===== src/rtl/fifo_wr_arbiter.sv =====
// Round-robin write-port arbiter in front of an async FIFO: grants one of
// NUM_REQ producers for a burst of up to MAX_BURST words and honours wfull.
module fifo_wr_arbiter #(
  parameter int NUM_REQ   = 4,
  parameter int DATA_SIZE = 8,
  parameter int MAX_BURST = 4
) (
  input  logic                           wclk_i,
  input  logic                           wrst_i,
  input  logic [NUM_REQ-1:0]             req_valid_i,
  input  logic [NUM_REQ*DATA_SIZE-1:0]   req_data_i,
  output logic [NUM_REQ-1:0]             req_ready_o,
  input  logic                           wfull_i,
  output logic                           winc_o,
  output logic [DATA_SIZE-1:0]           wdata_o,
  output logic [NUM_REQ-1:0]             grant_o,
  output logic                           busy_o
);

  localparam int OW = (NUM_REQ > 1) ? $clog2(NUM_REQ) : 1;
  localparam int BW = $clog2(MAX_BURST) + 1;

  typedef enum logic {
    IDLE,
    BURST
  } state_e;

  state_e          state_q;
  logic [OW-1:0]   owner_q;
  logic [OW-1:0]   last_q;
  logic [BW-1:0]   bcnt_q;

  logic [OW-1:0]      base;
  logic [OW-1:0]      pick_idx;
  logic               pick_found;
  logic               active;
  logic               owner_vld;
  logic               xfer;
  logic               release_now;
  logic [NUM_REQ-1:0] owner_onehot;

  // Scanning from the far end lets the nearest requester after base win;
  // while bursting the current owner is the base so it ends up lowest priority.
  always_comb begin
    logic [OW-1:0] idx;
    base       = (state_q == BURST) ? owner_q : last_q;
    pick_idx   = '0;
    pick_found = 1'b0;
    for (int k = NUM_REQ; k >= 1; k--) begin
      idx = OW'((int'(base) + k) % NUM_REQ);
      if (req_valid_i[idx]) begin
        pick_idx   = idx;
        pick_found = 1'b1;
      end
    end
  end

  // Outputs are masked while reset is asserted so an abandoned burst never writes.
  always_comb begin
    active       = (state_q == BURST) && !wrst_i;
    owner_vld    = req_valid_i[owner_q];
    xfer         = active && owner_vld && !wfull_i;
    release_now  = (state_q == BURST) &&
                   ((xfer && (bcnt_q == BW'(MAX_BURST - 1))) || !owner_vld);
    owner_onehot = {{(NUM_REQ-1){1'b0}}, 1'b1} << owner_q;
    grant_o      = active ? owner_onehot : '0;
    busy_o       = active;
    winc_o       = xfer;
    req_ready_o  = xfer ? owner_onehot : '0;
    wdata_o      = req_data_i[owner_q*DATA_SIZE +: DATA_SIZE];
  end

  always_ff @(posedge wclk_i) begin
    if (wrst_i) begin
      state_q <= IDLE;
      owner_q <= '0;
      last_q  <= OW'(NUM_REQ - 1);
      bcnt_q  <= '0;
    end else begin
      case (state_q)
        IDLE: begin
          if (pick_found) begin
            owner_q <= pick_idx;
            bcnt_q  <= '0;
            state_q <= BURST;
          end
        end
        BURST: begin
          if (release_now) begin
            last_q <= owner_q;
            if (pick_found) begin
              owner_q <= pick_idx;
              bcnt_q  <= '0;
            end else begin
              state_q <= IDLE;
            end
          end else if (xfer) begin
            bcnt_q <= bcnt_q + BW'(1);
          end
        end
        default: state_q <= IDLE;
      endcase
    end
  end

endmodule


===== config.mk =====
export PLATFORM = sky130hd
export DESIGN_NAME = fifo_wr_arbiter
export DESIGN_NICKNAME = d
export VERILOG_FILES = /design/src/rtl/fifo_wr_arbiter.sv
export SDC_FILE = /design/constraint.sdc
export NUM_CORES = 1
export LEC_CHECK = 0
export ABC_AREA = 1
export CORE_UTILIZATION = 25
export CTS_CLUSTER_DIAMETER = 150
export CTS_CLUSTER_SIZE = 28
export DETAILED_ROUTE_END_ITERATION = 10
export GPL_ROUTABILITY_DRIVEN = 0
export PLACE_DENSITY = 0.66
export REMOVE_ABC_BUFFERS = 1
export SYNTH_ARGS = -nofsm -noshare
export SYNTH_HDL_FRONTEND = slang
export SYNTH_SLANG_ARGS = --single-unit

===== constraint.sdc =====
create_clock -name wclk_i -period 3.1 [get_ports wclk_i]
set_input_delay 0.31 -clock wclk_i [delete_from_list [all_inputs] [get_ports wclk_i]]
set_output_delay 0.31 -clock wclk_i [all_outputs]
set_load 0.05 [all_outputs]

==> impl_metrics.py, run 1 <==
# Physical implementation metrics
metrics = {
    "outcome": {
        "outcome": "completed",
    },
    "die": {
        "taps": 48,
        "pin_count": 57,
        "die_h_microns": 64.7,
        "dieArea_sq_mm": 0.00419,
    },
    "synthesis": {
        "top_cell": "nand2_1",
        "edf_count": 0,
        "numSynthFlops": 8,
        "yosys_cells": 169,
        "xor_share": 0.00891,
        "ff_type": "dfxtp_1",
        "aoi_share": 0.120,
        "synthSimpleGateAreaFrac": 0.580,
        "area_leaders": "nand2_1, dfxtp_1, nand3_1, a22oi_1, inv_1",
        "avgSynthCellArea_sq_um": 5.82,
        "ys_area_sq_um": 983,
        "synthMuxAreaShare": 0,
        "ys_top_cells_by_count": "nand2_1, nand3_1, inv_1, nor2_1, a22oi_1",
    },
    "final_timing": {
        "final_hold_viol_count": 0,
        "layout_setup_ws_ps": 403,
        "tns_ps": 0,
        "timing.hold.ws_ps": 487,
        "finalMaxSlewViolations": 0,
        "finalCritPeriodShare": 0.870,
    },
    "clocking": {
        "clk_path_buf_depth": 2,
        "h-tree-depth": 1,
        "cts_setup_buffers": 0,
        "cts_resized": 0,
        "cts_made_buffers": 3,
        "root_buffer": "clkbuf_8",
        "clkTransAtPathRegs_ps": 40,
    },
    "setup_path": {
        "cp.required_ps": 2790,
        "critPathBufInv": 3,
        "cpPeakStageDelay_ps": 790,
        "crit_path_end_kind": "output port",
        "r2r-start": "owner_q[0]",
        "crit_start": "owner_q[0]",
        "worstPathCellList": "inv_2 -> nor2_4 -> nand2_1 -> nand4_4 -> nand2_1 -> inv_1 -> clkdlybuf4s50_1",
        "r2r-end": "bcnt_q[2]",
        "cp_common_cell": "nand2_1",
        "cp_max_fo": 10,
        "r2r_slack_ps": 1330,
        "worst_ep_arrival_time_ps": 2390,
        "r2r_cells": 10,
        "crit_type": "reg2out",
    },
    "power_and_ir_drop": {
        "peakVddDrop_uv": 278,
        "p_clk_frac": 0.092,
        "p_sw_uw": 759,
        "maxPowerGroup": "combinational cells",
        "sequentialPower_uw": 169,
        "comb_power_mw": 1.03,
        "finalPower_mw": 1.32,
        "seqPwrFrac": 0.127,
        "switching_share": 0.574,
        "pwr-share-comb": 0.780,
    },
    "detailed_routing": {
        "drt-wirelength-per-cell_microns": 10.5,
        "ant_nets": 0,
        "drt_iter0_markers": 49,
        "wl_met3_microns": 346,
        "met2_length_microns": 1260,
        "wl_met1_microns": 1240,
        "highest_layer": "met4",
    },
    "cells_and_area": {
        "n_all_inverters": 21,
        "fin_nets": 269,
        "largest_cell_class": "multi-input combinational cells",
        "buffers": 56,
        "clk_share": 0.0256,
        "n_clock_buffer": 3,
        "largest_reg_flops": 3,
        "lay_top_cells": "nand2_1, clkdlybuf4s50_1, nand3_1, inv_1, nor2_1",
        "comb_cells": 138,
        "fin_util": 0.434,
        "comb_area_sq_um": 722,
        "syn_to_final_growth_pct": 64.0,
        "bufAreaShareNonClock": 0.341,
        "lay_top_count": "nand2_1",
    },
    "global_routing": {
        "grt.overflow.total": 0,
        "globalRouteTotalUtil": 0.140,
        "antenna_found_initial": 0,
        "use_met2": 0.234,
        "first_global_vias": 1085,
    },
    "hold_path": {
        "hp-class": "reg2reg",
        "holdPathStages": 2,
    },
    "placement": {
        "pre_cts_ws_ps": 405,
        "place_area_sq_mm": 0.00157,
        "placedCellCount": 271,
        "hpwl_microns": 2370,
    },
    "flow_run": {
        "drv_cap": 0,
        "tool_warnings": 25,
    },
}
==> run_1/clocks.png <==
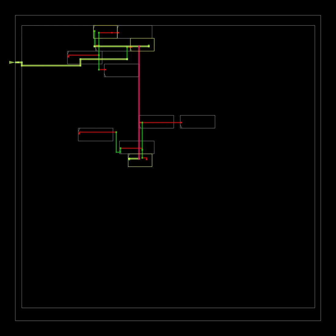
clk latency late pin: 230 ps
sequential cell count: 8
Clock Power: 122 uW
Clock Skew: 4.13 ps

==> run_1/placement_by_type.png <==
Fill, decap, tap and diode cells in grey.
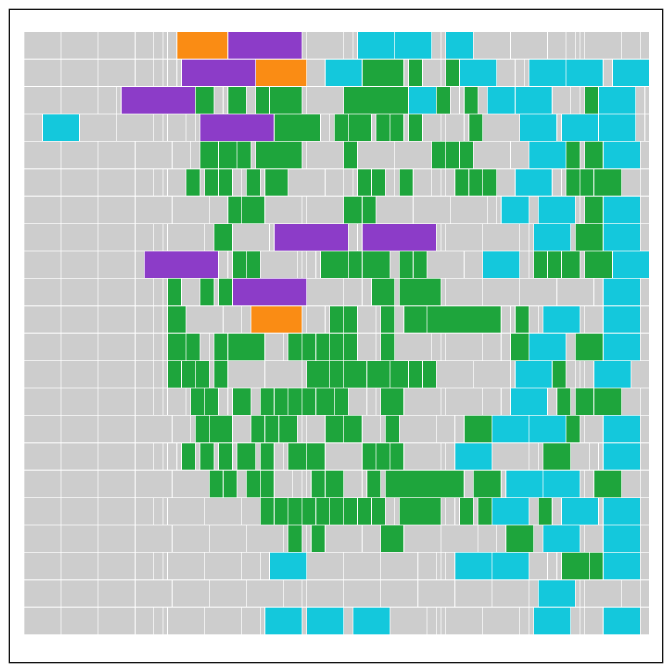
colour	class	cells
purple	sequential cells	8
green	combinational and other logic	159
cyan	remaining buffers and delay cells	56
orange	clock drivers	3
post-route cell area: 0.00161 sq mm
core outline area: 0.00372 sq mm
sequential cell area share: 0.0993
row count: 22

==> run_1/layer_met3.png <==
The bar under the picture is 20 microns long.
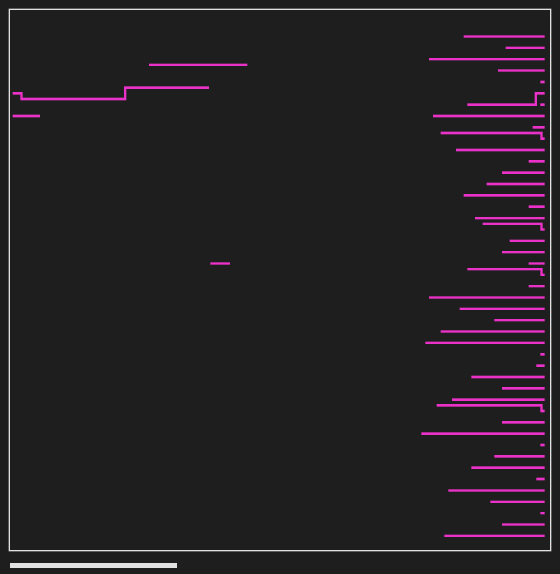
longest straight run	14.5 microns
share of all routed wire	12%
wire length on this layer	347 microns
vias post-DR: 1243
grt met3 use: 0.0563
final wirelength: 2870 microns

==> run_1/layer_met1.png <==
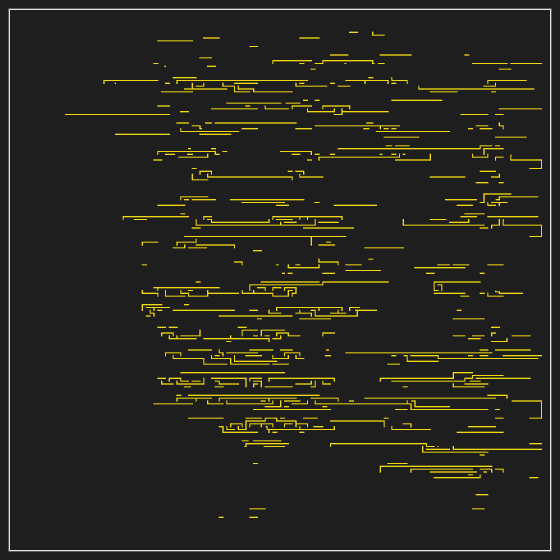
wire length on this layer	1240 microns
share of all routed wire	43%
grt met1 use: 0.161

==> run 2: changes to the inputs <==
CTS_CLUSTER_DIAMETER = 60   (was 150)
==> run_2/clocks.png <==
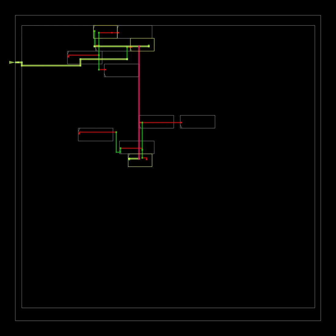
CTS Buf Count: 3
CLK BUF: 3

==> run_2/metal_density.png <==
The bar under the picture is 20 microns long. The die is cut into 13 by 13 equal tiles; dark blue is low, red is high, scaled to the fullest tile. Values are wire area over tile area, all layers added.
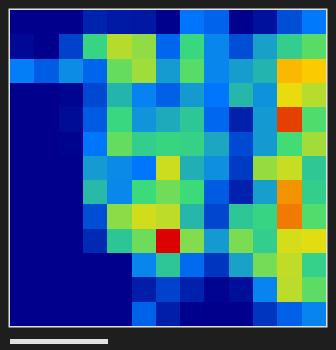
mean over tiles	0.12
tiles over half the peak	21%
nearly empty tiles	27%
emptiest ninth of the die	south-west
fullest tile	0.42
GRT Util Overall: 0.140
Routed WL per cell: 10.5 microns

==> run_2/layer_met3.png <==
The bar under the picture is 20 microns long.
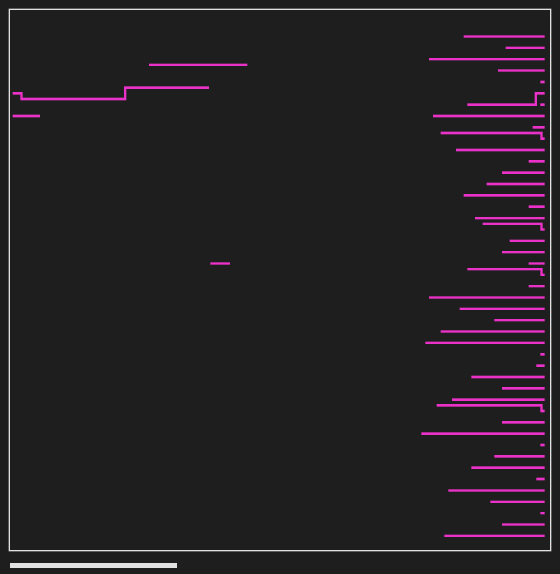
longest straight run	14.5 microns
nets with wire on the layer	48
wire length on this layer	347 microns
share of all routed wire	12%

==> impl_metrics.py, run 2 <==
# Physical implementation metrics
metrics = {
    "outcome": {
        "outcome": "completed",
    },
    "die": {
        "rows": 22,
        "die_h_microns": 64.7,
        "pin_count": 57,
    },
    "cells_and_area": {
        "comb_cells": 138,
        "fin_nets": 269,
        "lay_top_cells": "nand2_1, clkdlybuf4s50_1, nand3_1, inv_1, nor2_1",
        "fin_util": 0.434,
        "clk_share": 0.0256,
        "seq_share": 0.0993,
        "comb_area_sq_um": 722,
        "bufAreaShareNonClock": 0.341,
        "flops": 8,
        "fin_area_sq_mm": 0.00161,
        "largest_cell_class": "multi-input combinational cells",
    },
    "setup_path": {
        "worst_ep_arrival_time_ps": 2390,
        "r2r_slack_ps": 1330,
        "crit_path_end_kind": "output port",
        "cp_max_fo": 10,
        "crit_start": "owner_q[0]",
        "crit_type": "reg2out",
        "critPathBufInv": 3,
        "cp.required_ps": 2790,
    },
    "synthesis": {
        "ff_type": "dfxtp_1",
        "avgSynthCellArea_sq_um": 5.82,
        "ys_area_sq_um": 983,
        "ys_top_cells_by_count": "nand2_1, nand3_1, inv_1, nor2_1, a22oi_1",
        "xor_share": 0.00891,
        "area_leaders": "nand2_1, dfxtp_1, nand3_1, a22oi_1, inv_1",
        "aoi_share": 0.120,
        "top_cell": "nand2_1",
    },
    "clocking": {
        "clkLatencyLatePin_ps": 230,
        "h-tree-depth": 1,
        "root_buffer": "clkbuf_8",
    },
    "global_routing": {
        "grt.overflow.total": 0,
        "first_global_vias": 1085,
        "antenna_found_initial": 0,
        "use_met1": 0.161,
        "grt_use_met3": 0.0563,
    },
    "detailed_routing": {
        "met2_length_microns": 1260,
        "wl_met1_microns": 1240,
        "wl_microns": 2870,
        "drt_iter0_markers": 49,
        "vias": 1243,
    },
    "power_and_ir_drop": {
        "seqPwrFrac": 0.127,
        "comb_power_mw": 1.03,
        "p_clk_frac": 0.092,
        "maxPowerGroup": "combinational cells",
        "peakVddDrop_uv": 278,
    },
    "flow_run": {
        "tool_warnings": 25,
        "drv_cap": 0,
    },
    "final_timing": {
        "finalMaxSlewViolations": 0,
        "clock_skew_ps": 4.13,
        "tns_ps": 0,
    },
    "hold_path": {
        "hp-class": "reg2reg",
    },
}
==> run 3: changes to the inputs <==
SETUP_SLACK_MARGIN = 0.5   (was unset)
==> run_3/clocks.png <==
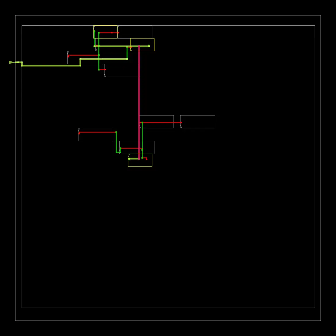
clock sink count: 8

==> run_3/layer_met1.png <==
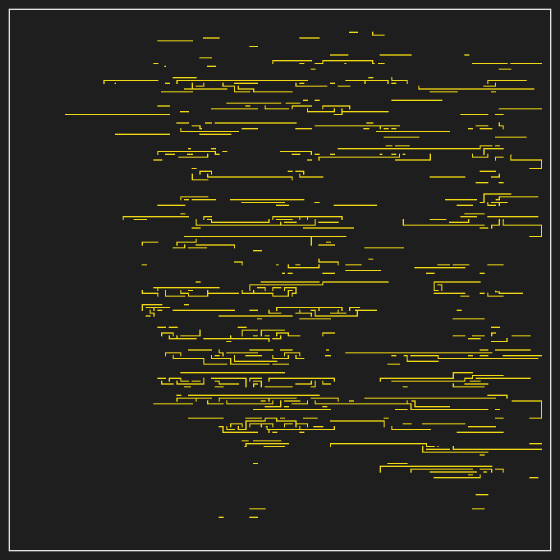
nets with wire on the layer	228
main direction	horizontal
longest straight run	19.3 microns
share of all routed wire	43%
final wirelength: 2870 microns
grt met1 use: 0.162

==> run_3/layer_met3.png <==
The bar under the picture is 20 microns long.
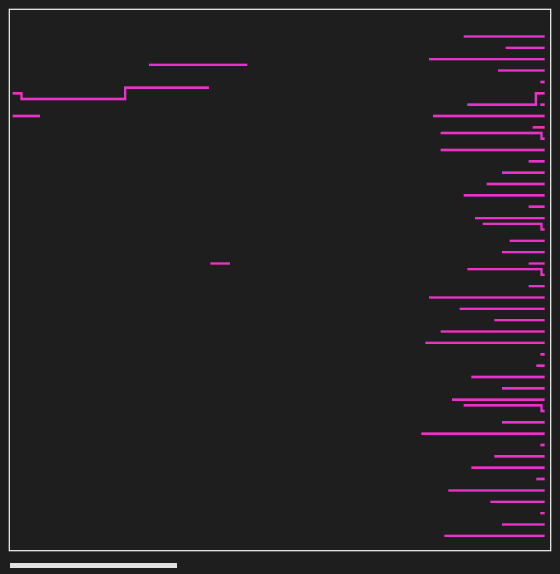
wire length on this layer	346 microns
share of all routed wire	12%
main direction	horizontal
longest straight run	14.5 microns
nets with wire on the layer	48

==> impl_metrics.py, run 3 <==
# Physical implementation metrics
metrics = {
    "outcome": {
        "outcome": "completed",
    },
    "detailed_routing": {
        "drt_iter0_markers": 49,
        "met2_length_microns": 1260,
        "drt-wirelength-per-cell_microns": 10.5,
        "wl_met1_microns": 1250,
        "vias": 1243,
    },
    "synthesis": {
        "ys_top_cells_by_count": "nand2_1, nand3_1, inv_1, nor2_1, a22oi_1",
        "top_cell": "nand2_1",
        "avgSynthCellArea_sq_um": 5.82,
        "ys_area_sq_um": 983,
        "area_leaders": "nand2_1, dfxtp_1, nand3_1, a22oi_1, inv_1",
        "synth_adder_area_share": 0.0254,
        "aoi_share": 0.120,
        "xor_share": 0.00891,
        "numSynthFlops": 8,
        "ff_type": "dfxtp_1",
        "ys_async_sr_fraction": 0,
    },
    "hold_path": {
        "hp-class": "reg2reg",
    },
    "setup_path": {
        "r2r_slack_ps": 1330,
        "r2r-end": "bcnt_q[2]",
        "cpPeakStageDelay_ps": 820,
        "crit_type": "in2out",
        "critPathBufInv": 3,
        "crit_start": "wrst_i",
        "crit_path_end_kind": "output port",
        "cp_max_fo": 7,
        "worst_ep_arrival_time_ps": 2160,
        "cp.required_ps": 2790,
    },
    "power_and_ir_drop": {
        "seqPwrFrac": 0.128,
        "comb_power_mw": 1.03,
        "maxPowerGroup": "combinational cells",
        "finalPower_mw": 1.32,
        "p_per_area_mw_per_mm2": 817,
    },
    "final_timing": {
        "clock_skew_ps": 4.13,
        "tns_ps": 0,
        "finalMaxSlewViolations": 0,
        "timing.hold.ws_ps": 487,
    },
    "cells_and_area": {
        "largest_cell_class": "multi-input combinational cells",
        "seq_share": 0.0990,
        "comb_area_sq_um": 722,
        "fin_area_sq_mm": 0.00162,
        "n_all_inverters": 21,
        "fin_util": 0.435,
        "fin_nets": 269,
        "bufAreaShareNonClock": 0.343,
        "lay_top_cells": "nand2_1, clkdlybuf4s50_1, nand3_1, inv_1, nor2_1",
        "n_clock_buffer": 3,
        "flops": 8,
    },
    "clocking": {
        "cts_made_buffers": 3,
        "clkLatencyLatePin_ps": 230,
        "h-tree-depth": 1,
        "root_buffer": "clkbuf_8",
        "cts_tree": "yes",
    },
    "placement": {
        "hpwl_microns": 2370,
    },
    "flow_run": {
        "tool_warnings": 25,
        "drv_cap": 0,
    },
    "global_routing": {
        "globalRouteTotalUtil": 0.140,
        "antenna_found_initial": 0,
        "grt_use_met3": 0.0563,
        "grt.overflow.total": 0,
        "first_global_vias": 1087,
    },
    "die": {
        "pin_count": 57,
        "die_h_microns": 64.7,
        "rows": 22,
    },
}
Power is estimated from default activity; no workload was simulated.
